### src/rtl/sd_reg_arbiter_pkg.sv
// ---------------------------------------------------------------------------
// sd_reg_arb_pkg
//   Shared definitions for the SD host register-port arbiter: the sequencer
//   state encoding, default widths and the default watchdog limit.
// ---------------------------------------------------------------------------
package sd_reg_arb_pkg;

    localparam int DEF_NUM_REQ        = 3;
    localparam int DEF_DATA_WIDTH     = 32;
    localparam int DEF_ADDR_WIDTH     = 5;
    localparam int DEF_TIMEOUT_CYCLES = 15;

    typedef enum logic [1:0] {
        IDLE    = 2'd0,
        ISSUE   = 2'd1,
        RELEASE = 2'd2
    } arb_state_e;

    // Index width for a vector of n entries (at least one bit).
    function automatic int idx_width(int n);
        return (n > 1) ? $clog2(n) : 1;
    endfunction

endpackage

### src/rtl/sd_reg_arbiter_if.sv
// ---------------------------------------------------------------------------
// sd_reg_arbiter_if
//   Single register-file port of the SD host controller.
//   reg_req      request, held until the access completes
//   reg_rw       1 = read, 0 = write
//   reg_addr     register index
//   reg_data_in  write data towards the register file
//   reg_data_out read data from the register file
//   reg_ack      registered acknowledge, high while reg_req stays high
//   Modports: master = arbiter side, slave = register-file side.
// ---------------------------------------------------------------------------
interface sd_reg_arbiter_if
    import sd_reg_arb_pkg::*;
#(
    parameter int DATA_WIDTH = DEF_DATA_WIDTH,
    parameter int ADDR_WIDTH = DEF_ADDR_WIDTH
);
    logic                  reg_req;
    logic                  reg_rw;
    logic [ADDR_WIDTH-1:0] reg_addr;
    logic [DATA_WIDTH-1:0] reg_data_in;
    logic [DATA_WIDTH-1:0] reg_data_out;
    logic                  reg_ack;

    modport master (
        output reg_req,
        output reg_rw,
        output reg_addr,
        output reg_data_in,
        input  reg_data_out,
        input  reg_ack
    );

    modport slave (
        input  reg_req,
        input  reg_rw,
        input  reg_addr,
        input  reg_data_in,
        output reg_data_out,
        output reg_ack
    );

endinterface

### src/rtl/sd_reg_arbiter_rr_pick.sv
// ---------------------------------------------------------------------------
// sd_rr_pick
//   Combinational round-robin priority picker. Searches valid[] starting at
//   index ptr and wrapping around; the first set bit wins.
//   valid      in  NUM_REQ  request vector
//   ptr        in  IDX_W    highest-priority index this round (< NUM_REQ)
//   grant      out IDX_W    winning index (0 when nothing is valid)
//   any_valid  out 1        at least one request present
// ---------------------------------------------------------------------------
module sd_rr_pick
    import sd_reg_arb_pkg::*;
#(
    parameter int NUM_REQ = DEF_NUM_REQ,
    parameter int IDX_W   = idx_width(NUM_REQ)
) (
    input  logic [NUM_REQ-1:0] valid,
    input  logic [IDX_W-1:0]   ptr,
    output logic [IDX_W-1:0]   grant,
    output logic               any_valid
);

    // One extra bit so ptr + k never overflows before the wrap correction.
    localparam int JW = IDX_W + 1;

    logic [JW-1:0] cand;

    always_comb begin
        grant     = '0;
        any_valid = 1'b0;
        cand      = '0;
        for (int k = 0; k < NUM_REQ; k++) begin
            cand = {1'b0, ptr} + JW'(k);
            if (cand >= JW'(NUM_REQ)) begin
                cand = cand - JW'(NUM_REQ);
            end
            if (!any_valid && valid[cand[IDX_W-1:0]]) begin
                grant     = cand[IDX_W-1:0];
                any_valid = 1'b1;
            end
        end
    end

endmodule

### src/rtl/sd_reg_arbiter.sv
// ---------------------------------------------------------------------------
// sd_reg_arbiter
//   Round-robin arbiter and sequencer sharing the SD host register-file port
//   among internal masters (index 0 = CPU bridge). One access at a time:
//   IDLE grants and latches, ISSUE holds the request until reg_ack, RELEASE
//   gives reg_ack one cycle to fall before the next grant.
//
//   Optional feature: define REG_ARB_TIMEOUT_EN to build an ISSUE watchdog
//   (TIMEOUT_CYCLES) that completes a stuck access with req_err=1, rdata=0.
//
//   Ports:
//   clk        in   clock, rising edge
//   reset      in   asynchronous active-low reset
//   req_valid  in   per-requester request, held until its req_done
//   req_rw     in   per-requester direction, 1 = read
//   req_addr   in   packed register indices, ADDR_WIDTH per requester
//   req_wdata  in   packed write data, DATA_WIDTH per requester
//   req_done   out  one-cycle completion pulse for the owning requester
//   req_err    out  valid with req_done, 1 = timed out
//   rdata      out  read data, held until the next completion
//   rf         if   register-file port (master modport)
//   busy       out  high whenever the sequencer is not idle
//   owner      out  current or last granted requester
// ---------------------------------------------------------------------------
module sd_reg_arbiter
    import sd_reg_arb_pkg::*;
#(
    parameter int NUM_REQ        = DEF_NUM_REQ,
    parameter int DATA_WIDTH     = DEF_DATA_WIDTH,
    parameter int ADDR_WIDTH     = DEF_ADDR_WIDTH,
`ifdef REG_ARB_TIMEOUT_EN
    parameter int TIMEOUT_CYCLES = DEF_TIMEOUT_CYCLES,
`endif
    localparam int OWNER_W       = idx_width(NUM_REQ)
) (
    input  logic                             clk,
    input  logic                             reset,
    input  logic [NUM_REQ-1:0]               req_valid,
    input  logic [NUM_REQ-1:0]               req_rw,
    input  logic [NUM_REQ*ADDR_WIDTH-1:0]    req_addr,
    input  logic [NUM_REQ*DATA_WIDTH-1:0]    req_wdata,
    output logic [NUM_REQ-1:0]               req_done,
    output logic                             req_err,
    output logic [DATA_WIDTH-1:0]            rdata,
    sd_reg_arbiter_if.master                 rf,
    output logic                             busy,
    output logic [OWNER_W-1:0]               owner
);

    arb_state_e         state;
    logic [OWNER_W-1:0] rr_ptr;
    logic [OWNER_W-1:0] pick_idx;
    logic               pick_any;
    logic [OWNER_W-1:0] next_ptr;

    sd_rr_pick #(
        .NUM_REQ (NUM_REQ),
        .IDX_W   (OWNER_W)
    ) u_pick (
        .valid     (req_valid),
        .ptr       (rr_ptr),
        .grant     (pick_idx),
        .any_valid (pick_any)
    );

    // Pointer moves just past the winner so it loses to any other pending
    // requester next round.
    assign next_ptr = (pick_idx == OWNER_W'(NUM_REQ - 1)) ? '0
                                                          : pick_idx + OWNER_W'(1);

`ifdef REG_ARB_TIMEOUT_EN
    localparam int TMO_W = $clog2(TIMEOUT_CYCLES + 1);
    logic [TMO_W-1:0] tmo_cnt;
`else
    assign req_err = 1'b0;
`endif

    always_ff @(posedge clk or negedge reset) begin
        if (!reset) begin
            state          <= IDLE;
            rr_ptr         <= '0;
            owner          <= '0;
            busy           <= 1'b0;
            req_done       <= '0;
            rdata          <= '0;
            rf.reg_req     <= 1'b0;
            rf.reg_rw      <= 1'b0;
            rf.reg_addr    <= '0;
            rf.reg_data_in <= '0;
`ifdef REG_ARB_TIMEOUT_EN
            req_err        <= 1'b0;
            tmo_cnt        <= '0;
`endif
        end else begin
            // Completion outputs are single-cycle pulses by default.
            req_done <= '0;
`ifdef REG_ARB_TIMEOUT_EN
            req_err  <= 1'b0;
`endif
            case (state)
                IDLE: begin
                    if (pick_any) begin
                        rf.reg_rw      <= req_rw[pick_idx];
                        rf.reg_addr    <= req_addr[pick_idx*ADDR_WIDTH +: ADDR_WIDTH];
                        rf.reg_data_in <= req_wdata[pick_idx*DATA_WIDTH +: DATA_WIDTH];
                        rf.reg_req     <= 1'b1;
                        owner          <= pick_idx;
                        rr_ptr         <= next_ptr;
                        busy           <= 1'b1;
                        state          <= ISSUE;
`ifdef REG_ARB_TIMEOUT_EN
                        tmo_cnt        <= '0;
`endif
                    end
                end

                ISSUE: begin
                    // Ack has priority over the watchdog when both land together.
                    if (rf.reg_ack) begin
                        if (rf.reg_rw) begin
                            rdata <= rf.reg_data_out;
                        end
                        req_done[owner] <= 1'b1;
                        rf.reg_req      <= 1'b0;
                        state           <= RELEASE;
                    end
`ifdef REG_ARB_TIMEOUT_EN
                    else if (tmo_cnt == TMO_W'(TIMEOUT_CYCLES)) begin
                        rdata           <= '0;
                        req_err         <= 1'b1;
                        req_done[owner] <= 1'b1;
                        rf.reg_req      <= 1'b0;
                        state           <= RELEASE;
                    end else begin
                        tmo_cnt <= tmo_cnt + TMO_W'(1);
                    end
`endif
                end

                RELEASE: begin
                    // reg_ack from the finished access is still high here.
                    busy  <= 1'b0;
                    state <= IDLE;
                end

                default: begin
                    busy  <= 1'b0;
                    state <= IDLE;
                end
            endcase
        end
    end

endmodule

### src/flat_wrapper.sv
// flat-port wrapper written by rule: the top's interface ports become plain ports
module sd_reg_arbiter_flat import sd_reg_arb_pkg::*;
#(
    parameter int NUM_REQ        = DEF_NUM_REQ,
    parameter int DATA_WIDTH     = DEF_DATA_WIDTH,
    parameter int ADDR_WIDTH     = DEF_ADDR_WIDTH,

    localparam int OWNER_W       = idx_width(NUM_REQ)
)
  (clk, reset, req_valid, req_rw, req_addr, req_wdata, req_done, req_err, rdata, busy, owner, rf_reg_req, rf_reg_rw, rf_reg_addr, rf_reg_data_in, rf_reg_data_out, rf_reg_ack);
  sd_reg_arbiter_if #(.DATA_WIDTH(DATA_WIDTH), .ADDR_WIDTH(ADDR_WIDTH)) rf_i ();
  input  logic clk;
  input  logic reset;
  input  logic [NUM_REQ-1:0] req_valid;
  input  logic [NUM_REQ-1:0] req_rw;
  input  logic [NUM_REQ*ADDR_WIDTH-1:0] req_addr;
  input  logic [NUM_REQ*DATA_WIDTH-1:0] req_wdata;
  output logic [NUM_REQ-1:0] req_done;
  output logic req_err;
  output logic [DATA_WIDTH-1:0] rdata;
  output logic busy;
  output logic [OWNER_W-1:0] owner;
  output wire logic [$bits(rf_i.reg_req)-1:0] rf_reg_req;
  output wire logic [$bits(rf_i.reg_rw)-1:0] rf_reg_rw;
  output wire logic [$bits(rf_i.reg_addr)-1:0] rf_reg_addr;
  output wire logic [$bits(rf_i.reg_data_in)-1:0] rf_reg_data_in;
  input wire logic [$bits(rf_i.reg_data_out)-1:0] rf_reg_data_out;
  input wire logic [$bits(rf_i.reg_ack)-1:0] rf_reg_ack;
  assign rf_reg_req = rf_i.reg_req;
  assign rf_reg_rw = rf_i.reg_rw;
  assign rf_reg_addr = rf_i.reg_addr;
  assign rf_reg_data_in = rf_i.reg_data_in;
  assign rf_i.reg_data_out = rf_reg_data_out;
  assign rf_i.reg_ack = rf_reg_ack;
  sd_reg_arbiter #(.NUM_REQ(NUM_REQ), .DATA_WIDTH(DATA_WIDTH), .ADDR_WIDTH(ADDR_WIDTH)) u_core (.clk(clk), .reset(reset), .req_valid(req_valid), .req_rw(req_rw), .req_addr(req_addr), .req_wdata(req_wdata), .req_done(req_done), .req_err(req_err), .rdata(rdata), .rf(rf_i), .busy(busy), .owner(owner));
endmodule
### config.mk
export PLATFORM = sky130hd
export DESIGN_NAME = sd_reg_arbiter_flat
export DESIGN_NICKNAME = d
export VERILOG_FILES = /design/src/rtl/sd_reg_arbiter_pkg.sv /design/src/rtl/sd_reg_arbiter_if.sv /design/src/rtl/sd_reg_arbiter_rr_pick.sv /design/src/rtl/sd_reg_arbiter.sv /design/src/flat_wrapper.sv
export SDC_FILE = /design/constraint.sdc
export NUM_CORES = 1
export LEC_CHECK = 0
export CAP_MARGIN = 20
export CORE_MARGIN = 10
export CORE_UTILIZATION = 39
export CTS_CLUSTER_DIAMETER = 50
export CTS_CLUSTER_SIZE = 40
export DETAILED_ROUTE_END_ITERATION = 10
export PLACE_DENSITY = 0.83
export SYNTH_ARGS = -nofsm -noshare
export SYNTH_HDL_FRONTEND = slang
export SYNTH_SLANG_ARGS = --single-unit
export TNS_END_PERCENT = 100
### constraint.sdc
create_clock -name clk -period 3.48 [get_ports clk]
set_input_delay 0.348 -clock clk [delete_from_list [all_inputs] [get_ports clk]]
set_output_delay 0.348 -clock clk [all_outputs]
set_load 0.1 [all_outputs]
==> run_1/registers.png <==
The bar under the picture is 20 microns long.
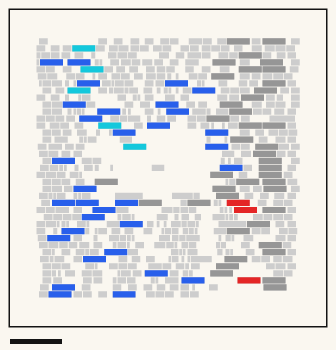
legend:
  `u_core.req_done`:
    colour: red
    flops: 3
  `u_core.rf.reg_addr`:
    colour: cyan
    flops: 5
    where: north-west
  `u_core.rf.reg_data_in`:
    colour: blue
    flops: 32
not coloured: 41

==> run_1/cell_classes.png <==
The bar under the picture is 20 microns long.
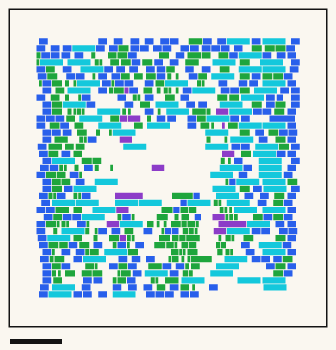
legend:
  flops:
    colour: cyan
    cells: 81
  all other logic:
    colour: green
    cells: 241
  other buffers and delay cells:
    colour: blue
    cells: 237
  clock drivers and dummy loads:
    colour: purple
    cells: 15

==> run_1/final_congestion.png <==
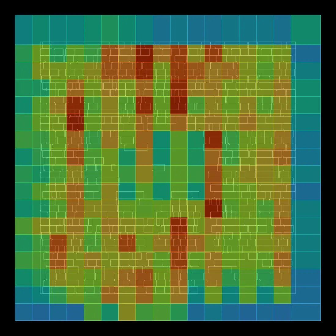
met1 GRT Util: 0.176
Avg WL per Cell: 18.5 microns
Util after Layout: 0.653
global routing's busiest layer: met2
Tot GR Track Use: 0.169

==> Changelog: implementation, run 1 <==
## Flow update

* Outcome: completed
* Grt ovf at 0
* Io pins at 230
* Largest area contributor in the netlist: dfrtp_1
* Syn_area_per_cell at 11.8 sq um
* Post-route minimum period at 2.82 ns
* Total Die Area at 0.0150 sq mm
* Vias/cell at 4.88
* Final period utilization at 0.811
* Latency at later pin at 0.34 ns
* Fp util at 0.397
* Tightest Pin Transition at 1.04 ns
* Hold slack at 0.399 ns
* Cell count along the critical path at 9
* CP Launch Type: flip-flop
* Critical Path End: u_core.rf.reg_data_in[31]
* Clock Skews at 0.0112 ns
* Tool Warnings at 29
* Seq share, synth at 0.497
* Reg-to-reg startpoint: u_core.rr_ptr[1]
* Number of antenna violations at the first check in global routing at 0
* Post-synth EDFFs at 0
* Clock buffer depth at 2
* Dpl cells at 693
* Share of layout cells above drive strength 1 at 0.174
-- run 1: logic make-up (layout without fill, tap and decap cells) --
kind of cell,Yosys count,count (layout),synth area share
AND-OR/OR-AND,55,55,0.0764
adder cells (fa/ha/maj),4,4,0.0123
buffers and inverters,33,262,0.0411
flip-flops,81,81,0.497
multiplexers,113,113,0.312
other,1,1,0.000919
AND/OR/NAND/NOR,58,58,0.0607
-- run 1: Yosys cell counts (all sizes together), types with 2 or more instances --
cell type / n
o31ai: 2
nand2: 45
dfrtp: 81
nand3b: 2
nor3: 2
mux2: 72
mux2i: 41
a21oi: 2
clkbuf: 3
nand2b: 2
nor2b: 2
o21ai: 42
buf: 20
nor2: 2
inv: 10
ha: 4
-- run 1: worst register-to-register path: cells and delay by family, from the launching register on --
family                     cells  cell delay, ns
AOI/OAI and AO/OA              1            0.09
adders and majority gates      1            0.35
buffers and inverters          2            0.44
DFF                            1            0.41
muxes                          5            1.40
-- run 1: repair_timing --
action                    4_1_cts  5_1_grt
hold buffers                    0        1
gates resized                   0        0
hold endpoints to repair        0       11
-- run 1: stage by stage --
step	worst slack, ns	area [sq um]
3_3_place_gp	0.767	6460
6_report	0.658	6710
5_1_grt	0.493	6710
4_1_cts	0.632	6670
2_1_floorplan	1.03	4080
3_5_place_dp	0.635	6460
-- run 1: per-layer routing --
metal / vias up / track usage / share of wire
li1: 1650 / - / -
met1: 1648 / 0.176 / 0.36
met2: 159 / 0.302 / 0.51
met3: 10 / 0.0735 / 0.12
met4: 0 / 0.0479 / 0.0094
met5: - / 0 / 0
==> run 2: changes to the inputs <==
--- a/config.mk
+++ b/config.mk
@@ -7,11 +7,11 @@
 export LEC_CHECK = 0
 export CAP_MARGIN = 20
 export CORE_MARGIN = 10
-export CORE_UTILIZATION = 39
+export CORE_UTILIZATION = 35
 export CTS_CLUSTER_DIAMETER = 50
 export CTS_CLUSTER_SIZE = 40
 export DETAILED_ROUTE_END_ITERATION = 10
-export PLACE_DENSITY = 0.83
+export PLACE_DENSITY = 0.79
 export SYNTH_ARGS = -nofsm -noshare
 export SYNTH_HDL_FRONTEND = slang
 export SYNTH_SLANG_ARGS = --single-unit
==> constraint.sdc (replaced) <==
create_clock -name clk -period 2.3 [get_ports clk]
set_input_delay 0.23 -clock clk [delete_from_list [all_inputs] [get_ports clk]]
set_output_delay 0.23 -clock clk [all_outputs]
set_load 0.1 [all_outputs]
==> run_2/final_congestion.png <==
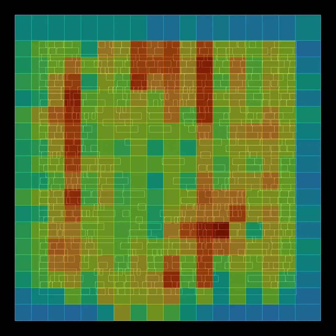
Avg WL per Cell: 19.9 microns
met1 GRT Util: 0.169

==> run_2/drive_strength.png <==
The bar under the picture is 50 microns long.
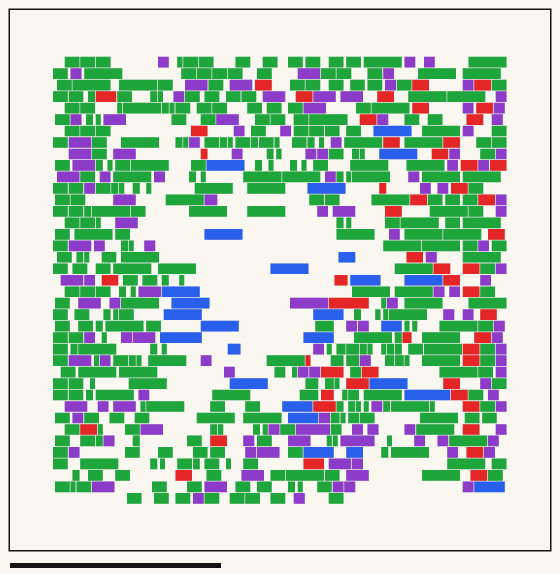
legend:
  drive 6 and up:
    colour: blue
    cells: 26
    share: 4.4%
    most_used: clkbuf_16
  drive 2:
    colour: red
    cells: 52
    share: 8.7%
    most_used: mux2_2
  drive 1 or less:
    colour: green
    cells: 387
    share: 65%
    most_used: clkdlybuf4s50_1
  drive 3 to 4:
    colour: purple
    cells: 131
    share: 22%
    most_used: buf_4
Buffers, non-clock: 258
Area Growth Syn to Fin: 73.3%
post-route cell area: 0.00707 sq mm
worst setup margin: -0.147 ns

==> run_2/cell_classes.png <==
The bar under the picture is 50 microns long.
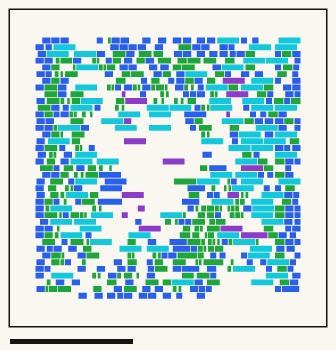
legend:
  flops:
    colour: cyan
    cells: 81
  other buffers and delay cells:
    colour: blue
    cells: 258
  all other logic:
    colour: green
    cells: 241
  clock drivers and dummy loads:
    colour: purple
    cells: 16
row count: 39
CORE AREA: 0.0114 sq mm
flop share of the area: 0.287
Util after Layout: 0.619

==> Changelog: implementation, run 2 <==
## Flow update

* Grt ovf at 0
* Io pins at 230
* Number of antenna violations at the first check in global routing at 0
* Latency at later pin at 0.33 ns
* Post-route minimum period at 2.45 ns
* Peak Freq at 409 MHz
* Seq share, synth at 0.497
* DP Worst Slack at -0.202 ns
* Failing checks: negative setup slack
* Dpl cells at 715
* Hold slack at 0.481 ns
* Vias/cell at 4.87
* Post-synthesis cell type with the largest instance count: dfrtp_1
* Clock buffer depth at 2
* Total Die Area at 0.0164 sq mm
* Share of the synthesized area in the top cell type at 0.497
* Critical Path End: u_core.rf.reg_data_in[30]
* TNS Setup at -4.04 ns
* Worst setup margin at -0.147 ns
* Top cells by count, synth: dfrtp_1 (81), mux2_2 (62), nand2_1 (45)
* R2R Setup Slk at -0.15 ns
* Final period utilization at 1.06
* Cell count along the critical path at 10
* Clock Skews at 0.00583 ns
* Tot GR Track Use at 0.165
* CP Launch Type: flip-flop
* Fp util at 0.357
* Outcome: complete, but fails checks
* Syn_area_per_cell at 11.8 sq um
* Share of layout cells above drive strength 1 at 0.351
* Placed inst area at 0.00648 sq mm
* Unrepaired setup endpoints after global routing: true
* Max Slew Vio Count at 0
* Post-synth EDFFs at 0
* Largest area contributor in the netlist: dfrtp_1
* Setup-failing EPs final at 38
==> run 2: metal layers <==
| layer | vias up | global-route usage | share of wire |
|---|---|---|---|
| li1 | 1707 | - | - |
| met1 | 1706 | 0.169 | 0.37 |
| met2 | 169 | 0.290 | 0.50 |
| met3 | 17 | 0.0782 | 0.11 |
| met4 | 0 | 0.0543 | 0.015 |
| met5 | - | 0 | 0 |
==> run 2: final cells by class <==
| class | count | area [sq um] | area share |
|---|---|---|---|
| clock buffer | 10 | 239 | 0.0338 |
| tap | 143 | 179 | 0.0253 |
| clock inverter | 6 | 65.1 | 0.00920 |
| sequential | 81 | 2030 | 0.287 |
| inverter | 10 | 37.5 | 0.00531 |
| timing repair buffer | 258 | 2500 | 0.354 |
| multi-input combinational | 231 | 2020 | 0.286 |
==> run 2: what timing repair did <==
item,CTS,global route
setup buffers,2,1
hold buffers,1,0
cloned,1,4
setup endpoints to repair,38,42
hold endpoints to repair,81,0
gates resized,15,49
pin swaps,2,15
==> run 2: cell families (layout without fill, tap and decap cells) <==
kind of cell             count (synthesis)  after routing  synth area share
flip-flops                              81             81             0.497
AND/OR/NAND/NOR                         58             58            0.0607
multiplexers                           113            113             0.312
buffers and inverters                   33            284            0.0411
adder cells (fa/ha/maj)                  4              4            0.0123
other                                    1              1          0.000919
AND-OR/OR-AND                           55             55            0.0764
==> run 2: worst register-to-register path: cells and delay by family (launching register included) <==
kind                     cells  cell delay (ns)
multiplexers                 4             0.89
buffers and inverters        3             0.44
flip-flops                   1             0.44
AND-OR/OR-AND                2             0.37
adder cells (fa/ha/maj)      1             0.19
==> run 3: changes to the inputs <==
--- a/config.mk
+++ b/config.mk
@@ -12,6 +12,7 @@
 export CTS_CLUSTER_SIZE = 40
 export DETAILED_ROUTE_END_ITERATION = 10
 export PLACE_DENSITY = 0.79
+export SKIP_CTS_REPAIR_TIMING = 1
 export SYNTH_ARGS = -nofsm -noshare
 export SYNTH_HDL_FRONTEND = slang
 export SYNTH_SLANG_ARGS = --single-unit
==> run_3/drive_strength.png <==
The bar under the picture is 50 microns long.
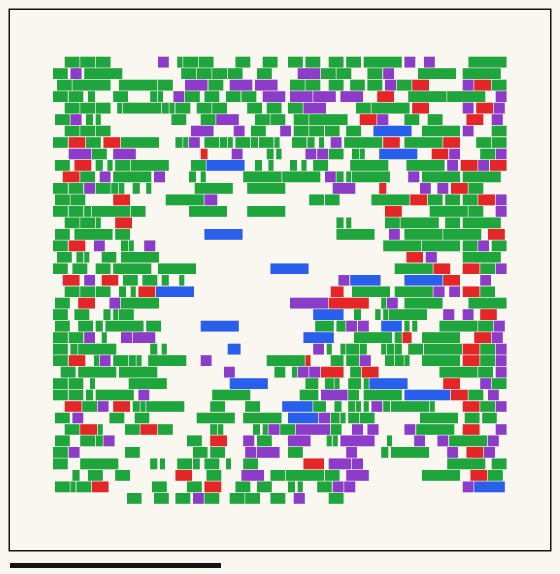
legend:
  drive 6 and up:
    colour: blue
    cells: 19
    share: 3.2%
    most_used: clkbuf_16
  drive 3 to 4:
    colour: purple
    cells: 120
    share: 20%
    most_used: buf_4
  drive 2:
    colour: red
    cells: 61
    share: 10%
    most_used: mux2_2
  drive 1 or less:
    colour: green
    cells: 390
    share: 66%
    most_used: clkdlybuf4s50_1
post-route cell area: 0.00688 sq mm
worst setup margin: -0.139 ns
Buffers, non-clock: 252

==> run_3/registers.png <==
The bar under the picture is 50 microns long.
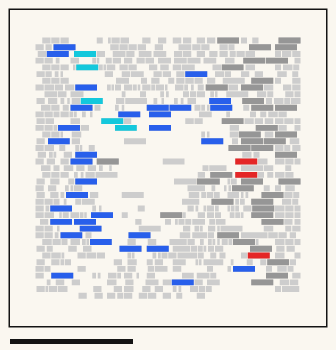
legend:
  `u_core.rf.reg_addr`:
    colour: cyan
    flops: 5
  `u_core.rf.reg_data_in`:
    colour: blue
    flops: 32
  `u_core.req_done`:
    colour: red
    flops: 3
Util after Layout: 0.602

==> run_3/cell_classes.png <==
The bar under the picture is 50 microns long.
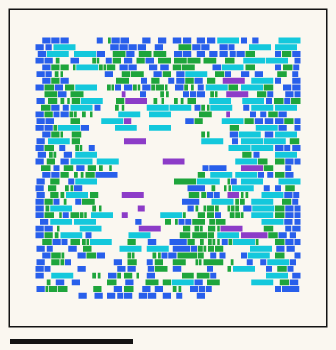
legend:
  all other logic:
    colour: green
    cells: 241
  flops:
    colour: cyan
    cells: 81
  other buffers and delay cells:
    colour: blue
    cells: 252
  clock drivers and dummy loads:
    colour: purple
    cells: 16

==> Changelog: implementation, run 3 <==
## Flow update

* Outcome: complete, but fails checks
* Failing checks: negative setup slack
* Tool Warnings at 31
* Clock Skews at 0.00581 ns
* Row count at 39
* Highest metal used: met4
* Post-route minimum period at 2.44 ns
* Grt ovf at 0
* Placed inst area at 0.00648 sq mm
* Worst setup margin at -0.139 ns
* Avg WL per Cell at 19.1 microns
* Share of layout cells above drive strength 1 at 0.339
* Tot GR Track Use at 0.162
* Max Slew Vio Count at 0
* Fp util at 0.357
* Clock buffer depth at 2
* Met1 WL at 5210 microns
* Met2 WL at 6980 microns
* Seq share, synth at 0.497
* Area Growth Syn to Fin at 68.6%
* Io pins at 230
* Number of antenna violations at the first check in global routing at 0
* Peak Freq at 410 MHz
* Setup-failing EPs final at 38
* Final period utilization at 1.06
[run 3: worst min path at each step]
stage	startpoint	end	slack (ns)	cells after the start
after CTS	reset	u_core.rdata[25]	-0.06	2
final	reset	u_core.rdata[25]	0.48	3
after global placement	reset	u_core.rdata[22]	0.29	2
after global routing	rf_reg_data_out[15]	u_core.rdata[15]	0.51	2
after floorplan	reset	u_core.busy	-0.07	0
after detailed placement	reset	u_core.rdata[25]	0.30	2
[run 3: logic make-up (layout without fill, tap and decap cells)]
family	count (synthesis)	count (layout)	synth area share
muxes	113	113	0.312
DFF	81	81	0.497
and+or+nand+nor	58	58	0.0607
AOI/OAI and AO/OA	55	55	0.0764
buffers and inverters	33	278	0.0411
adders and majority gates	4	4	0.0123
other	1	1	0.000919
[run 3: critical path, cell delays in order (launching register included)]
cell,delay [ns]
dfrtp_2,0.44
ha_4,0.19
mux2_4,0.31
mux2i_4,0.20
mux2i_4,0.33
buf_12,0.23
mux2_2,0.36
mux2i_1,0.13
o21ai_0,0.10
[run 3: layout make-up]
type                    instances  area (sq um)
flip-flops and latches         81          2030
fillers                       924          4540
inverters                      10          37.5
clock inverters                 6          65.1
repair buffers                252          2360
clock buffers                  10           239
multi-input cells             231          1970
well taps                     143           179
[run 3: metrics by stage]
stage	std cells	TNS [ns]	worst slack [ns]
2_1_floorplan	345	-0.169	-0.0218
3_3_place_gp	715	-2.46	-0.110
3_5_place_dp	715	-4.61	-0.202
4_1_cts	731	-4.35	-0.182
5_1_grt	733	-6.43	-0.237
6_report	733	-2.94	-0.139
[run 3: routing by layer]
metal / up-vias / GRT usage
met5: - / 0
met4: 0 / 0.0543
met3: 15 / 0.0778
met2: 171 / 0.284
met1: 1642 / 0.164
li1: 1690 / -

==> screenshots <==
Gate-type map.
panel A
The bar under the picture is 50 microns long.
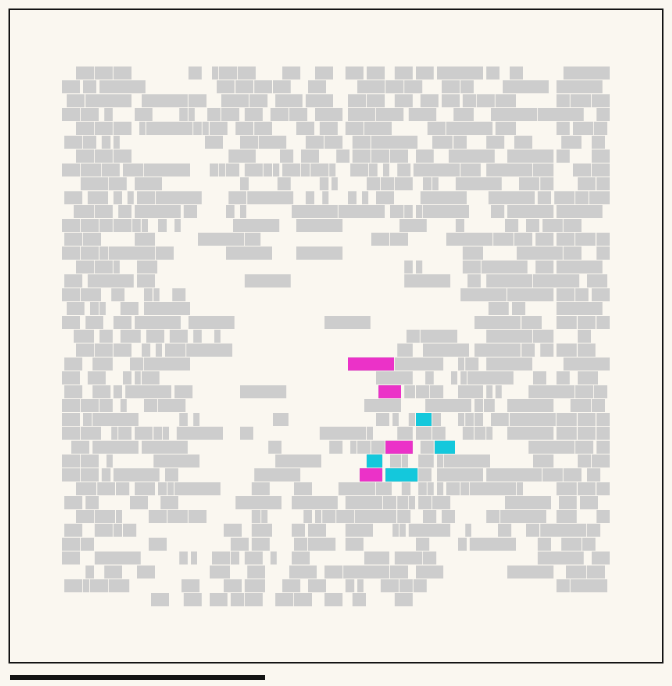
panel B
The bar under the picture is 20 microns long.
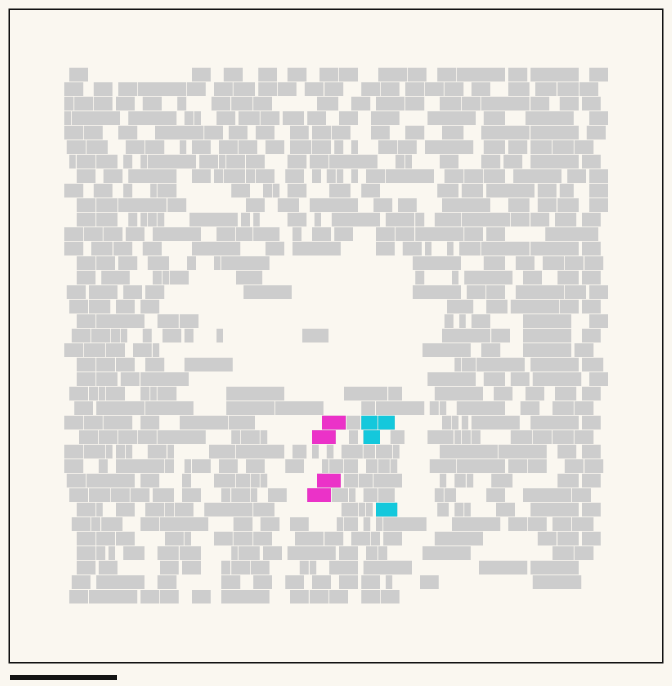
- panel A = run 3
- panel B = run 1

